--- src/rtl/mod_mul_scheduler.sv ---
// rtl/mod_mul_scheduler.sv - round-robin scheduler for a shared pipelined Barrett modular multiplier
// Ports: iClk/iRst clock and asynchronous active-high reset.
//        iReqValid/iReqData0/iReqData1/oReqReady  per-requester operand pairs.
//        oRspValid/oRspData  one-hot result strobe and modular product.
//        iCfgValid/iCfgMod/iCfgK/iCfgU/oCfgReady  modulus parameter load.
//        oMulEn/oMulClr/oMulK/oMulU/oMulMod/oMulData0/oMulData1/iMulData  shared multiplier.
//        oBusy  high while anything is in flight or the scheduler is not in RUN.
module mod_mul_scheduler #(
  parameter int NUM_REQ = 4,
  parameter int DW      = 32,
  parameter int LAT     = 7
) (
  input  logic                  iClk,
  input  logic                  iRst,
  input  logic [NUM_REQ-1:0]    iReqValid,
  input  logic [NUM_REQ*DW-1:0] iReqData0,
  input  logic [NUM_REQ*DW-1:0] iReqData1,
  output logic [NUM_REQ-1:0]    oReqReady,
  output logic [NUM_REQ-1:0]    oRspValid,
  output logic [DW-1:0]         oRspData,
  input  logic                  iCfgValid,
  input  logic [DW-1:0]         iCfgMod,
  input  logic [5:0]            iCfgK,
  input  logic [2*DW-1:0]       iCfgU,
  output logic                  oCfgReady,
  output logic                  oMulEn,
  output logic                  oMulClr,
  output logic [5:0]            oMulK,
  output logic [2*DW-1:0]       oMulU,
  output logic [DW-1:0]         oMulMod,
  output logic [DW-1:0]         oMulData0,
  output logic [DW-1:0]         oMulData1,
  input  logic [DW-1:0]         iMulData,
  output logic                  oBusy
);
  localparam int IW = (NUM_REQ > 1) ? $clog2(NUM_REQ) : 1;

  typedef enum logic [1:0] {UNCFG, RUN, DRAIN, LOAD} state_e;

  state_e          state_q, state_d;
  logic [IW-1:0]   ptr_q, ptr_d;
  logic [DW-1:0]   mod_q, mod_d;
  logic [5:0]      k_q, k_d;
  logic [2*DW-1:0] u_q, u_d;
  logic [LAT-1:0]  tag_vld_q, tag_vld_d;
  logic [IW-1:0]   tag_idx_q [LAT];
  logic [IW-1:0]   tag_idx_d [LAT];

  logic            grant_allowed;
  logic            gnt_vld;
  logic [IW-1:0]   gnt_idx;
  logic [IW-1:0]   cand_idx;
  int              cand;

  // A pending config request blocks new grants so the pipeline can drain.
  assign grant_allowed = (state_q == RUN) && !iCfgValid;

  // Round-robin search starting at the priority pointer.
  always_comb begin
    gnt_vld  = 1'b0;
    gnt_idx  = '0;
    cand     = 0;
    cand_idx = '0;
    for (int k = 0; k < NUM_REQ; k++) begin
      cand = int'(ptr_q) + k;
      if (cand >= NUM_REQ) cand = cand - NUM_REQ;
      cand_idx = IW'(cand);
      if (!gnt_vld && grant_allowed && iReqValid[cand_idx]) begin
        gnt_vld = 1'b1;
        gnt_idx = cand_idx;
      end
    end
  end

  always_comb begin
    oReqReady = '0;
    oMulData0 = '0;
    oMulData1 = '0;
    for (int i = 0; i < NUM_REQ; i++) begin
      if (gnt_vld && (gnt_idx == IW'(i))) begin
        oReqReady[i] = 1'b1;
        oMulData0    = iReqData0[i*DW +: DW];
        oMulData1    = iReqData1[i*DW +: DW];
      end
    end
  end

  always_comb begin
    ptr_d = ptr_q;
    if (gnt_vld) ptr_d = (gnt_idx == IW'(NUM_REQ - 1)) ? '0 : gnt_idx + 1'b1;
  end

  // Tag pipeline mirrors the multiplier latency so results can be routed back.
  always_comb begin
    tag_vld_d[0] = gnt_vld;
    tag_idx_d[0] = gnt_idx;
    for (int i = 1; i < LAT; i++) begin
      tag_vld_d[i] = tag_vld_q[i-1];
      tag_idx_d[i] = tag_idx_q[i-1];
    end
  end

  always_comb begin
    state_d = state_q;
    mod_d   = mod_q;
    k_d     = k_q;
    u_d     = u_q;
    case (state_q)
      UNCFG: if (iCfgValid) state_d = LOAD;
      RUN:   if (iCfgValid) state_d = DRAIN;
      DRAIN: if (tag_vld_q == '0) state_d = LOAD;
      LOAD: begin
        state_d = RUN;
        mod_d   = iCfgMod;
        k_d     = iCfgK;
        u_d     = iCfgU;
      end
      default: state_d = UNCFG;
    endcase
  end

  always_ff @(posedge iClk or posedge iRst) begin
    if (iRst) begin
      state_q   <= UNCFG;
      ptr_q     <= '0;
      mod_q     <= '0;
      k_q       <= '0;
      u_q       <= '0;
      tag_vld_q <= '0;
      for (int i = 0; i < LAT; i++) tag_idx_q[i] <= '0;
    end else begin
      state_q   <= state_d;
      ptr_q     <= ptr_d;
      mod_q     <= mod_d;
      k_q       <= k_d;
      u_q       <= u_d;
      tag_vld_q <= tag_vld_d;
      for (int i = 0; i < LAT; i++) tag_idx_q[i] <= tag_idx_d[i];
    end
  end

  always_comb begin
    oRspValid = '0;
    if (tag_vld_q[LAT-1]) oRspValid[tag_idx_q[LAT-1]] = 1'b1;
  end

  assign oRspData  = tag_vld_q[LAT-1] ? iMulData : '0;
  assign oCfgReady = (state_q == LOAD);
  // The multiplier is held cleared during reset and flushed on every parameter load.
  assign oMulClr   = iRst | (state_q == LOAD);
  assign oMulEn    = ~iRst;
  assign oMulMod   = mod_q;
  assign oMulK     = k_q;
  assign oMulU     = u_q;
  assign oBusy     = (state_q != RUN) || (tag_vld_q != '0);

endmodule

--- config.mk ---
export PLATFORM = sky130hd
export DESIGN_NAME = mod_mul_scheduler
export DESIGN_NICKNAME = d
export VERILOG_FILES = /design/src/rtl/mod_mul_scheduler.sv
export SDC_FILE = /design/constraint.sdc
export NUM_CORES = 1
export LEC_CHECK = 0
export CAP_MARGIN = 20
export CORE_AREA = 2 2 235 237
export CTS_CLUSTER_SIZE = 16
export DETAILED_ROUTE_END_ITERATION = 8
export DIE_AREA = 0 0 237 239
export GPL_TIMING_DRIVEN = 0
export PLACE_DENSITY = 0.4
export SYNTH_ARGS = -nofsm -noshare
export SYNTH_HDL_FRONTEND = slang
export SYNTH_SLANG_ARGS = --single-unit
export TNS_END_PERCENT = 100
--- constraint.sdc ---
create_clock -name iClk -period 6.3 [get_ports iClk]
set_input_delay 1.575 -clock iClk [delete_from_list [all_inputs] [get_ports iClk]]
set_output_delay 1.575 -clock iClk [all_outputs]
set_load 0.05 [all_outputs]
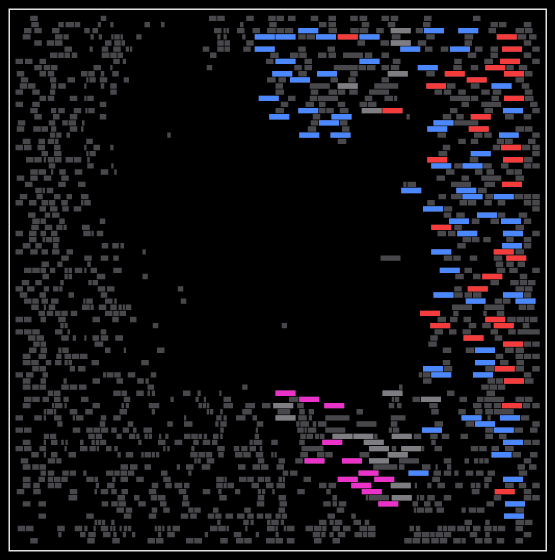
(images/flops_by_reg.png)
Other sequential cells in the stronger grey, the rest of the logic in the fainter grey.
Key: red = `oMulMod` [sequential cells 32]; magenta = `tag_idx_d` [sequential cells 12]; blue = `oMulU` [sequential cells 64]
Another 19 sequential cells are not coloured.
final core area utilization: 27.8%
power drawn by the sequential cells: 1410 uW

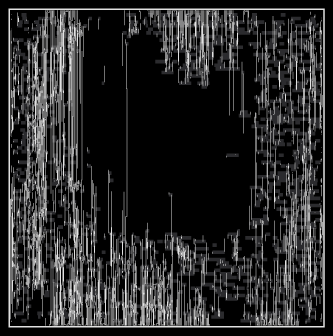
(images/layer_met2.png)
Cells faint in the background.
The longest straight run is 129 um. 1520 nets have wire on it.

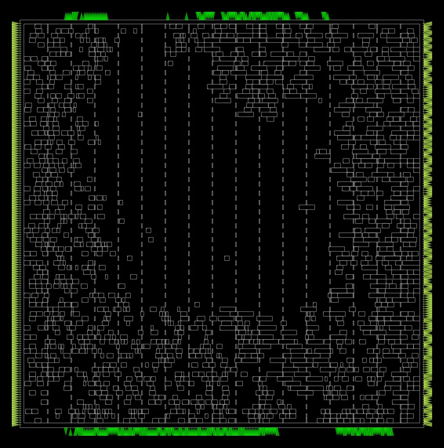
(images/placement.png)
Placeable Area: 0.0543 sq mm
standard-cell rows: 86
Final Instance Count excl. Fillers: 2049
Tapcells: 704

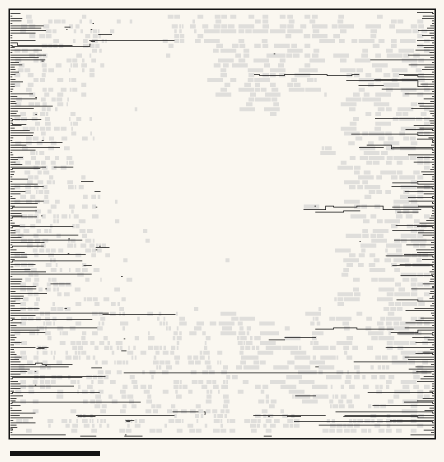
(images/layer_met3.png)
The bar under the picture is 50 um long. Cells faint in the background.
The longest straight run is 172 um. The layer carries 4630 um of wire. The wires run mostly horizontal.

==> deck_impl_summary.md <==
Implementation Results

Status
  • Result of the run: complete, no violations

Placement
  • Weighted congestion reported at the end of routability-driven placement: 0.848
  • Quantity of I/O buffers inserted on ports: 606
  • Placed wire-length estimate: 37500 um
  • Dpl cell area: 0.0145 sq mm
  • Worst slack at placement: -1.33 ns

Critical path
  • Arrival time of data at the critical path endpoint: 4.63 ns
  • Maximum net fanout on the critical path: 10
  • Critical path class: input pin to output port
  • Length in cells of the worst reg-to-reg path: 5
  • Register-to-register setup slack: 4.23 ns
  • Req. time, crit path: 4.72 ns
  • RR Startpoint: ptr_q[1]
  • Kind of end point of the critical path: output port
  • Startpoint type of the worst setup path: input pin

Yosys
  • Unique cell types: 36
  • Most frequent cell after synthesis: sky130_fd_sc_hd__dfrtp_1
  • Register share after synthesis: 42.2%
  • Comb area leader: AND-OR/OR-AND gates
  • Synth Area in Simple Gates: 15.0%
  • Synth async-reset ratio: 100%
  • Commonest cells post-synth: sky130_fd_sc_hd__dfrtp_1, sky130_fd_sc_hd__mux2_2
  • Fraction of synthesized cell area in xor and xnor cells: 0%
  • Aoi/oai-family share of the synthesized area: 21.5%
  • Arithmetic-cell share of the synthesized area counting full adders, half adders and majority gates: 0.664%
  • Cell area after technology mapping: 0.00754 sq mm
  • Post-synthesis chip area from yosys: 0.00754 sq mm
  • Largest area contributor in the synthesized netlist: sky130_fd_sc_hd__dfrtp_1
  • Area fraction in mux cells: 15.5%
  • Number of register bits inferred by synthesis: 127
  • Post-synth tally of flip-flops with integrated enable: 0
  • Top area cell types: sky130_fd_sc_hd__dfrtp_1, sky130_fd_sc_hd__mux2_2, sky130_fd_sc_hd__and3b_1, sky130_fd_sc_hd__o221ai_1, sky130_fd_sc_hd__a21o_1
  • Count of instantiated cells in the yosys netlist: 700
  • Number of warning messages in the yosys log: 0
  • Post-synthesis area per instance: 10.8 sq um
  • Most used DFF post-synth: sky130_fd_sc_hd__dfrtp_1
  • Fraction of post-synthesis cell area in the top cell type by area: 42.2%
  • Post-synthesis net count: 1101
  • Count of mapped cells out of synthesis: 700

Detailed routing
  • Detailed-route wire length per cell: 21.5 um
  • Remaining DRCs: 0
  • Tally of nets with antenna violations remaining after routing: 0
  • Number of search-and-repair iterations in the first detailed-routing pass: 5
  • Via/cell ratio: 4.02
  • Number of vias after detailed routing: 8244

Cells and area
  • Sequential cell area: 0.00318 sq mm
  • Final net count: 1729
  • Commonest Layout Cell: sky130_fd_sc_hd__clkdlybuf4s50_1
  • Proportion of cell area occupied by multi-input gates: 26.4%
  • Area of the multi-input gates: 0.00399 sq mm
  • Sequential cell area share: 21.1%
  • Total number of sequential cells: 127
  • Clock buffer cells: 19
  • Layout cell share with drive strength beyond 1: 22.7%
  • Clk tree area frac: 4.40%
  • Largest cell class: non-clock buffers
  • Synth-to-layout area growth: 100%
  • Non-clock buffer share: 42.0%
  • Total of fill cells in the finished design: 5748
  • Multi-input gate count: 495
  • Nonclk buf count: 681
  • Post-route cell area: 0.0151 sq mm

Flow run
  • Warning total across the stage logs: 31
  • Max capacitance violation total: 0

Power and ir drop
  • Total power density per cell area: 510 mW/mm^2
  • Sequential power share: 18.3%
  • Power group with the largest share: combinational cells
  • P_clk: 1110 uW
  • Leakage power: 0.00646 uW
  • Design internal power: 3940 uW
  • Combinational power: 5180 uW
  • Sw Ratio: 48.8%
  • Gate power share: 67.3%
  • Psw: 3760 uW

CTS
  • Insertion Delay late pin: 0.43 ns
  • CTS Hold Bufs: 0
  • Clock-pin slew on the worst setup and hold paths: 0.05 ns
  • Total clock sinks: 127
  • TritonCTS Buffers: 17
  • Worst-case clock buffer depth: 2
  • CTS tree: yes
  • CTS H-tree depth: 4
  • Cell chosen for the clock root: sky130_fd_sc_hd__clkbuf_16

Global route
  • Via count of the first global-routing pass: 8855
  • Total gr overflow: 0
  • Gr usage total: 15.2%
  • Antenna violations before repair: 12
  • Maximum number of pins on one net before global-route repair: 82

Final timing
  • Hold Slack: 0.345 ns
  • Slew at the pin closest to its max-slew limit: 0.816 ns
  • PnR worst setup slack: 0.0962 ns
  • Post-route fraction of the period consumed by the critical path: 98.5%
  • Endpoints failing hold: 0
  • Setup repair after global routing missed its margin: true
  • Final Slew Violations: 0
  • Endpoints failing setup: 0
  • Max Freq: 161 MHz
  • Final setup skew: 0.00813 ns
  • Clock period minus final worst setup slack: 6.20 ns

Die
  • Chip area: 0.0566 sq mm
  • IO Pins: 607
  • Chip width: 237 um
  • Height of the chip: 239 um
  • Initial cell density of the core: 13.9%

Min path
  • Number of stages on the worst hold path: 0
  • Kind of path behind the tightest hold check: flip-flop to flip-flop
  • Worst-case hold path end point: tag_idx_q[0]
[critical path, cell delays in order]
cell and delay, ns:
sky130_fd_sc_hd__clkdlybuf4s50_1 0.53, sky130_fd_sc_hd__or3b_2 0.48, sky130_fd_sc_hd__o2111a_1 0.21, sky130_fd_sc_hd__o22a_1 0.25, sky130_fd_sc_hd__ha_1 0.25, sky130_fd_sc_hd__buf_4 0.21, sky130_fd_sc_hd__clkbuf_2 0.20, sky130_fd_sc_hd__and3b_1 0.24
sky130_fd_sc_hd__o221ai_1 0.16, sky130_fd_sc_hd__a21oi_2 0.25, sky130_fd_sc_hd__clkbuf_4 0.28
[repair_timing]
action / 4_1_cts / 5_1_grt
hold endpoints to repair: 0 / 0
resized: 341 / 54
buffers inserted: 0 / 2
pin swaps: 1 / 1
endpoints found under the setup margin: 68 / 65
[how the worst max path moves through the flow]
stage | from | to | cells past startpoint
floorplan | iRst | oMulEn | 1
global placement | iRst | oMulEn | 3
detailed placement | iCfgValid | oMulData0[27] | 10
CTS | iReqValid[2] | oMulData1[14] | 11
global route | iReqValid[1] | oMulData1[14] | 11
finish | iReqValid[1] | oMulData0[10] | 11
[sequential cells by signal, indices dropped and copies added, names as in the netlist]
register,cells
oMulU,64
oMulMod,32
tag_idx_d,12
tag_vld_q,7
oMulK,6
ptr_q,2
state_q,2
tag_idx_q,2
[per-stage QoR]
step,setup TNS [ns],instances
after floorplan,0,700
after global placement,-182.97,2010
after detailed placement,-59.43,2011
after CTS,-0.0134,2043
after global routing,-0.0698,2047
final,0,2049
[routing by layer]
metal / part of all wire (%) / global-route usage (%)
met5: 0.16 / 0
met3: 11 / 6.52
met2: 50 / 27.2
met1: 37 / 15.9
met4: 2.5 / 5.08
Power is estimated from default activity; no workload was simulated.
